`config.mk`:
```
export PLATFORM = sky130hd
export DESIGN_NAME = bitwise_logic_unit_flat
export DESIGN_NICKNAME = d
export VERILOG_FILES = /design/src/rtl/bitwise_pkg.sv /design/src/rtl/bitwise_logic_unit_if.sv /design/src/rtl/bitwise_slice.sv /design/src/rtl/bitwise_logic_unit.sv /design/src/flat_wrapper.sv
export SDC_FILE = /design/constraint.sdc
export NUM_CORES = 1
export LEC_CHECK = 0
export ABC_AREA = 0
export CAP_MARGIN = 5
export CORE_MARGIN = 2
export CORE_UTILIZATION = 55
export DETAILED_ROUTE_END_ITERATION = 12
export PLACE_DENSITY = 0.95
export SETUP_SLACK_MARGIN = 0.02
export SLEW_MARGIN = 20
export SYNTH_ARGS = -nofsm -noshare
export SYNTH_HDL_FRONTEND = slang
export SYNTH_SLANG_ARGS = --single-unit
```
`constraint.sdc`:
```
create_clock -name clock -period 6.4 [get_ports clock]
set_input_delay 0.96 -clock clock [delete_from_list [all_inputs] [get_ports clock]]
set_output_delay 0.96 -clock clock [all_outputs]
set_load 0.05 [all_outputs]
```
`src/rtl/bitwise_pkg.sv`:
```
// Shared opcode constants and FSM state encoding for the bitwise logic unit.
package bitwise_pkg;

  localparam logic [1:0] OP_AND = 2'b00;
  localparam logic [1:0] OP_OR  = 2'b01;
  localparam logic [1:0] OP_XOR = 2'b10;
  localparam logic [1:0] OP_NOR = 2'b11;

  typedef enum logic [1:0] {
    IDLE = 2'd0,
    BUSY = 2'd1,
    DONE = 2'd2
  } state_e;

endpackage

```
`src/rtl/bitwise_logic_unit_if.sv`:
```
// Operand/result handshake bundle between a producer/consumer and the bitwise logic unit.
interface bitwise_logic_unit_if #(
  parameter int unsigned WIDTH = 32
);

  logic             in_valid;
  logic             in_ready;
  logic [WIDTH-1:0] data_operandA;
  logic [WIDTH-1:0] data_operandB;
  logic [1:0]       ctrl_opcode;
  logic             out_valid;
  logic             out_ready;
  logic [WIDTH-1:0] result;
  logic             is_zero;

  modport master (
    output in_valid, data_operandA, data_operandB, ctrl_opcode, out_ready,
    input  in_ready, out_valid, result, is_zero
  );

  modport slave (
    input  in_valid, data_operandA, data_operandB, ctrl_opcode, out_ready,
    output in_ready, out_valid, result, is_zero
  );

endinterface

```
`src/rtl/bitwise_slice.sv`:
```
// Combinational SLICE-bit AND/OR/XOR/NOR datapath; bits are independent, no carries.
module bitwise_slice
  import bitwise_pkg::*;
#(
  parameter int unsigned SLICE = 8
) (
  input  logic [SLICE-1:0] a_i,
  input  logic [SLICE-1:0] b_i,
  input  logic [1:0]       op_i,
  output logic [SLICE-1:0] y_o
);

  always_comb begin
    y_o = '0;
    case (op_i)
      OP_AND:  y_o = a_i & b_i;
      OP_OR:   y_o = a_i | b_i;
      OP_XOR:  y_o = a_i ^ b_i;
      OP_NOR:  y_o = ~(a_i | b_i);
      default: y_o = '0;
    endcase
  end

endmodule

```
`src/rtl/bitwise_logic_unit.sv`:
```
// Multi-cycle bitwise logic unit: latches a bundle, builds the result SLICE bits per
// cycle through one shared slice datapath, then holds result/is_zero until consumed.
module bitwise_logic_unit
  import bitwise_pkg::*;
#(
  parameter int unsigned WIDTH = 32,
  parameter int unsigned SLICE = 8
) (
  input logic                clock,
  input logic                reset,
  bitwise_logic_unit_if.slave bus
);

  localparam int unsigned N        = WIDTH / SLICE;
  localparam int unsigned IDX_W    = (N > 1) ? $clog2(N) : 1;
  localparam logic [IDX_W-1:0] LAST_IDX = IDX_W'(N - 1);

  if (WIDTH % SLICE != 0) begin : g_bad_slice
    $error("bitwise_logic_unit: WIDTH must be a multiple of SLICE");
  end

  state_e           state_q, state_d;
  logic [WIDTH-1:0] a_q, a_d, b_q, b_d, res_q, res_d;
  logic [1:0]       op_q, op_d;
  logic [IDX_W-1:0] idx_q, idx_d;
  logic             zero_q, zero_d;
  logic [SLICE-1:0] a_sl, b_sl, y_sl;

  // Slice mux feeding the single shared datapath instance
  assign a_sl = a_q[idx_q*SLICE +: SLICE];
  assign b_sl = b_q[idx_q*SLICE +: SLICE];

  bitwise_slice #(.SLICE(SLICE)) u_slice (
    .a_i  (a_sl),
    .b_i  (b_sl),
    .op_i (op_q),
    .y_o  (y_sl)
  );

  always_comb begin
    state_d = state_q;
    a_d     = a_q;
    b_d     = b_q;
    op_d    = op_q;
    idx_d   = idx_q;
    res_d   = res_q;
    zero_d  = zero_q;
    case (state_q)
      IDLE: begin
        if (bus.in_valid) begin
          a_d     = bus.data_operandA;
          b_d     = bus.data_operandB;
          op_d    = bus.ctrl_opcode;
          res_d   = '0;
          zero_d  = 1'b0;
          idx_d   = '0;
          state_d = BUSY;
        end
      end
      BUSY: begin
        res_d[idx_q*SLICE +: SLICE] = y_sl;
        if (idx_q == LAST_IDX) begin
          // Zero flag sees the final slice on the same edge it is written
          zero_d  = (res_d == '0);
          idx_d   = '0;
          state_d = DONE;
        end else begin
          idx_d = IDX_W'(idx_q + 1'b1);
        end
      end
      DONE: begin
        if (bus.out_ready) state_d = IDLE;
      end
      default: state_d = IDLE;
    endcase
  end

  always_ff @(posedge clock) begin
    if (reset) begin
      state_q <= IDLE;
      a_q     <= '0;
      b_q     <= '0;
      op_q    <= OP_AND;
      idx_q   <= '0;
      res_q   <= '0;
      zero_q  <= 1'b0;
    end else begin
      state_q <= state_d;
      a_q     <= a_d;
      b_q     <= b_d;
      op_q    <= op_d;
      idx_q   <= idx_d;
      res_q   <= res_d;
      zero_q  <= zero_d;
    end
  end

  assign bus.in_ready  = (state_q == IDLE);
  assign bus.out_valid = (state_q == DONE);
  assign bus.result    = res_q;
  assign bus.is_zero   = zero_q;

endmodule

```
`src/flat_wrapper.sv`:
```
// flat-port wrapper written by rule: the top's interface ports become plain ports
module bitwise_logic_unit_flat import bitwise_pkg::*;
#(
  parameter int unsigned WIDTH = 32,
  parameter int unsigned SLICE = 8
)
  (clock, reset, bus_in_valid, bus_data_operandA, bus_data_operandB, bus_ctrl_opcode, bus_out_ready, bus_in_ready, bus_out_valid, bus_result, bus_is_zero);
  bitwise_logic_unit_if #(.WIDTH(WIDTH)) bus_i ();
  input logic clock;
  input logic reset;
  input wire logic [$bits(bus_i.in_valid)-1:0] bus_in_valid;
  input wire logic [$bits(bus_i.data_operandA)-1:0] bus_data_operandA;
  input wire logic [$bits(bus_i.data_operandB)-1:0] bus_data_operandB;
  input wire logic [$bits(bus_i.ctrl_opcode)-1:0] bus_ctrl_opcode;
  input wire logic [$bits(bus_i.out_ready)-1:0] bus_out_ready;
  output wire logic [$bits(bus_i.in_ready)-1:0] bus_in_ready;
  output wire logic [$bits(bus_i.out_valid)-1:0] bus_out_valid;
  output wire logic [$bits(bus_i.result)-1:0] bus_result;
  output wire logic [$bits(bus_i.is_zero)-1:0] bus_is_zero;
  assign bus_i.in_valid = bus_in_valid;
  assign bus_i.data_operandA = bus_data_operandA;
  assign bus_i.data_operandB = bus_data_operandB;
  assign bus_i.ctrl_opcode = bus_ctrl_opcode;
  assign bus_i.out_ready = bus_out_ready;
  assign bus_in_ready = bus_i.in_ready;
  assign bus_out_valid = bus_i.out_valid;
  assign bus_result = bus_i.result;
  assign bus_is_zero = bus_i.is_zero;
  bitwise_logic_unit #(.WIDTH(WIDTH), .SLICE(SLICE)) u_core (.clock(clock), .reset(reset), .bus(bus_i));
endmodule
```
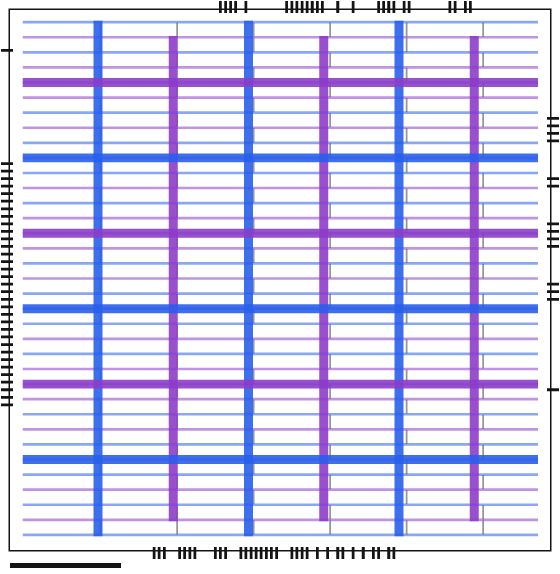
**Above:** PDN straps and rails.
Bar = 20 microns. Pins as bars on the die edge. Tap cells in grey.
- blue: VSS
- purple: VDD
- rows: 34
- tap cells: 108
- met4 straps: 6
- met5 straps: 6

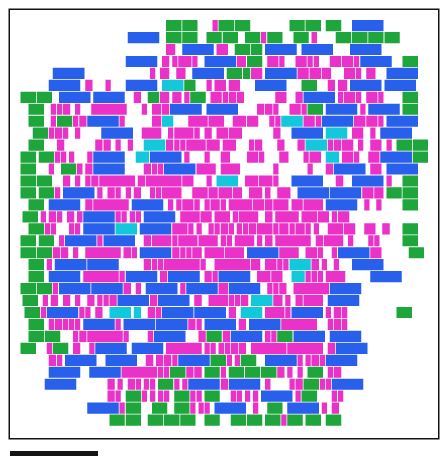
**Above:** cell classes on the final placement.
Bar = 20 microns.
- magenta: remaining logic cells (cells 430; share of their area 44%)
- green: remaining buffers and delay cells (cells 107; share of their area 18%)
- cyan: clock drivers and dummy loads (cells 16; share of their area 3.2%)
- blue: registers (cells 103; share of their area 35%)

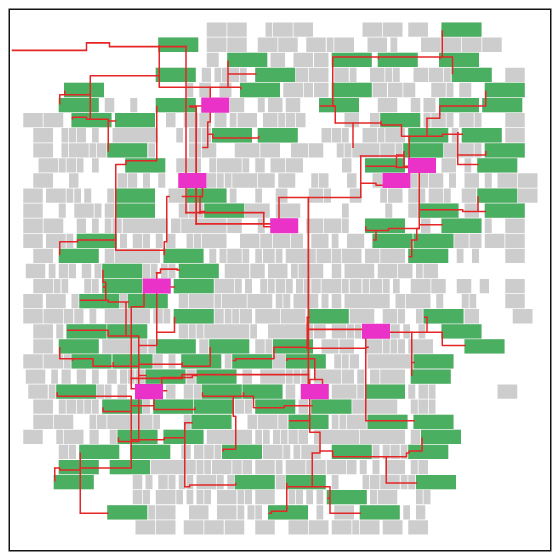
**Above:** clock wires, drivers and flops.
- red: clock wires (length 1110 microns)
- magenta: clock-net drivers (count 9)
- green: flip-flops (count 103)
- flops lie: spread over the die

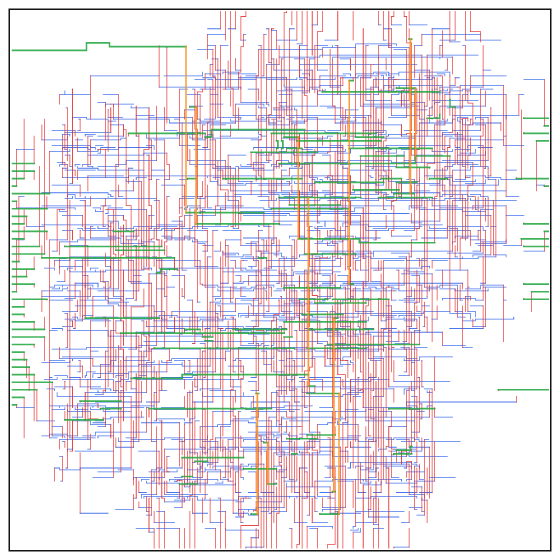
**Above:** signal wires by layer.
- red: M2 (wire length 6340 microns)
- orange: M4 (wire length 263 microns)
- green: M3 (wire length 928 microns)
- blue: M1 (wire length 5110 microns)

==> flow_summary.yaml <==
# synthesis and place-and-route metrics
run_status:
  status: "finished clean"
sta:
  worst_slew_pin_slew_ns: 1.03
  finClkSkew_ns: 0.0138
  rsz0062_at_grt: "false"
  fin_crit_sh_pct: 51.4
cells_and_area:
  diodes: 0
  fin_util_pct: 70.0
  design_area_sq_mm: 0.00601
  drive_gt1_share_pct: 6.71
global_route:
  grt_util_met3_pct: 4.39
  grtUsageMet1_pct: 34.0
worst_setup_path:
  critPathKind: "reg2reg"
  crit_fanout: 21
  cp_slowest_stage_delay_ns: 1.01
  cpMaxStageDelayCell: "dfxtp_1"
  crit_required_ns: 6.70
  cp_top_family: "flip-flops"
clocking:
  post_cts_resized: 0
  holdBufCountCts: 0
  htree_levels: 3
  path_clk_slew_ns: 0.10
  cts_num_sinks: 103
power_and_ir_drop:
  power_w: 0.00132
  power_density_mw_per_mm2: 220
  combPwrFrac_pct: 17.9
synth:
  flop_cell: "dfxtp_1"
  avgSynthCellArea_sq_um: 8.40
  ys_async_sr_fraction_pct: 0
drt:
  wire_per_inst_microns: 16.5
  viasPerCell: 5.86
run:
  warnings: 41
die:
  io_pins: 105
  rows: 34
==> cell usage after synthesis (3+ instances only) <==
master    count  area share [%]
o21ai_1       4            0.42
buf_1         3            0.23
a22oi_1      32             5.0
clkbuf_1     29             2.3
mux2i_1       5             1.0
nor2b_1       6            0.78
mux4_2       16             7.5
a211oi_1      3            0.47
nand3b_1      3            0.47
nand2b_1      4            0.52
nor3_1        8            0.83
nor4_1        7            0.91
ha_1         22             5.7
inv_1        21             1.6
a21oi_1      78             8.1
nand2_1     140              11
dfxtp_1     103              43
nor2_1       53             4.1
==> state kept, by name (all words and copies together), names as in the netlist <==
register and flops:
u_core.a_q 32, u_core.b_q 32, u_core.bus.result 32, u_core.idx_q 2, u_core.op_q 2, u_core.state_q 2
u_core.bus.is_zero 1
==> power by group through the flow <==
stage	combinational (W)	sequential [W]	clock (W)
after floorplan	0.000153	0.000697	0
after global placement	0.000224	0.000702	0
after detailed placement	0.000233	0.000704	0
after CTS	0.000234	0.000689	0.000395
after global routing	0.000259	0.000693	0.000424
final	0.000236	0.000690	0.000396
==> per-layer routing <==
layer	vias to the layer above	routed length, microns	share of wire (%)
li1	2115	-	-
met3	26	928	7.3
met4	0	262	2.1
met5	-	0	0
met2	211	6340	50
met1	2122	5110	40
==> worst reg2reg max path, cell delays in order (launching register included) <==
cell and delay [ns]:
dfxtp_1 1.01, mux4_2 0.45, inv_1 0.09, ha_1 0.22
mux2i_1 0.12, nor2_1 0.07, or2_1 0.31, or4_1 0.54
a221oi_2 0.28, o2bb2ai_1 0.13
==> cell families (layout without fill, tap and decap cells) <==
group,Yosys count,in the layout,share of synthesized area (%)
DFF,103,103,43.0
buffers and inverters,60,145,5.32
AOI/OAI and AO/OA,134,134,17.3
and+or+nand+nor,231,231,20.1
adders and majority gates,22,22,5.74
muxes,21,21,8.56
==> final timing paths <==
check                                      from                 end  cells past startpoint
worst max-delay path            u_core.idx_q[1]  u_core.bus.is_zero                      9
worst max register to register  u_core.idx_q[1]  u_core.bus.is_zero                      9
worst min register to register   u_core.b_q[27]      u_core.b_q[27]                      2
worst min-delay path             u_core.b_q[27]      u_core.b_q[27]                      2
==> cell usage in the layout (no fill, tap or decap), types with 2 or more instances in the layout <==
cell type,n
a211oi_1,3
inv_1,21
nand2_1,139
clkbuf_8,11
nor2_1,53
inv_6,2
or2_2,2
nand2b_1,4
o21ai_1,4
o2bb2ai_1,2
nor3_1,8
nor2b_1,6
o211a_1,2
mux4_2,16
ha_1,22
nor4_1,7
mux2i_1,5
o21a_1,2
dfxtp_1,103
a21oi_1,78
clkdlybuf4s50_1,103
a22oi_1,32
nand3b_1,3
buf_4,3
==> final cells by class <==
type | instances | area [sq um]
sequential | 103 | 2060
timing repair buffer | 107 | 1060
fill | 655 | 2580
inverter | 22 | 82.6
tap | 108 | 135
clock buffer | 11 | 151
multi-input combinational | 408 | 2480
clock inverter | 5 | 38.8
No activity file was given, so power comes from the tool's default toggle rates.
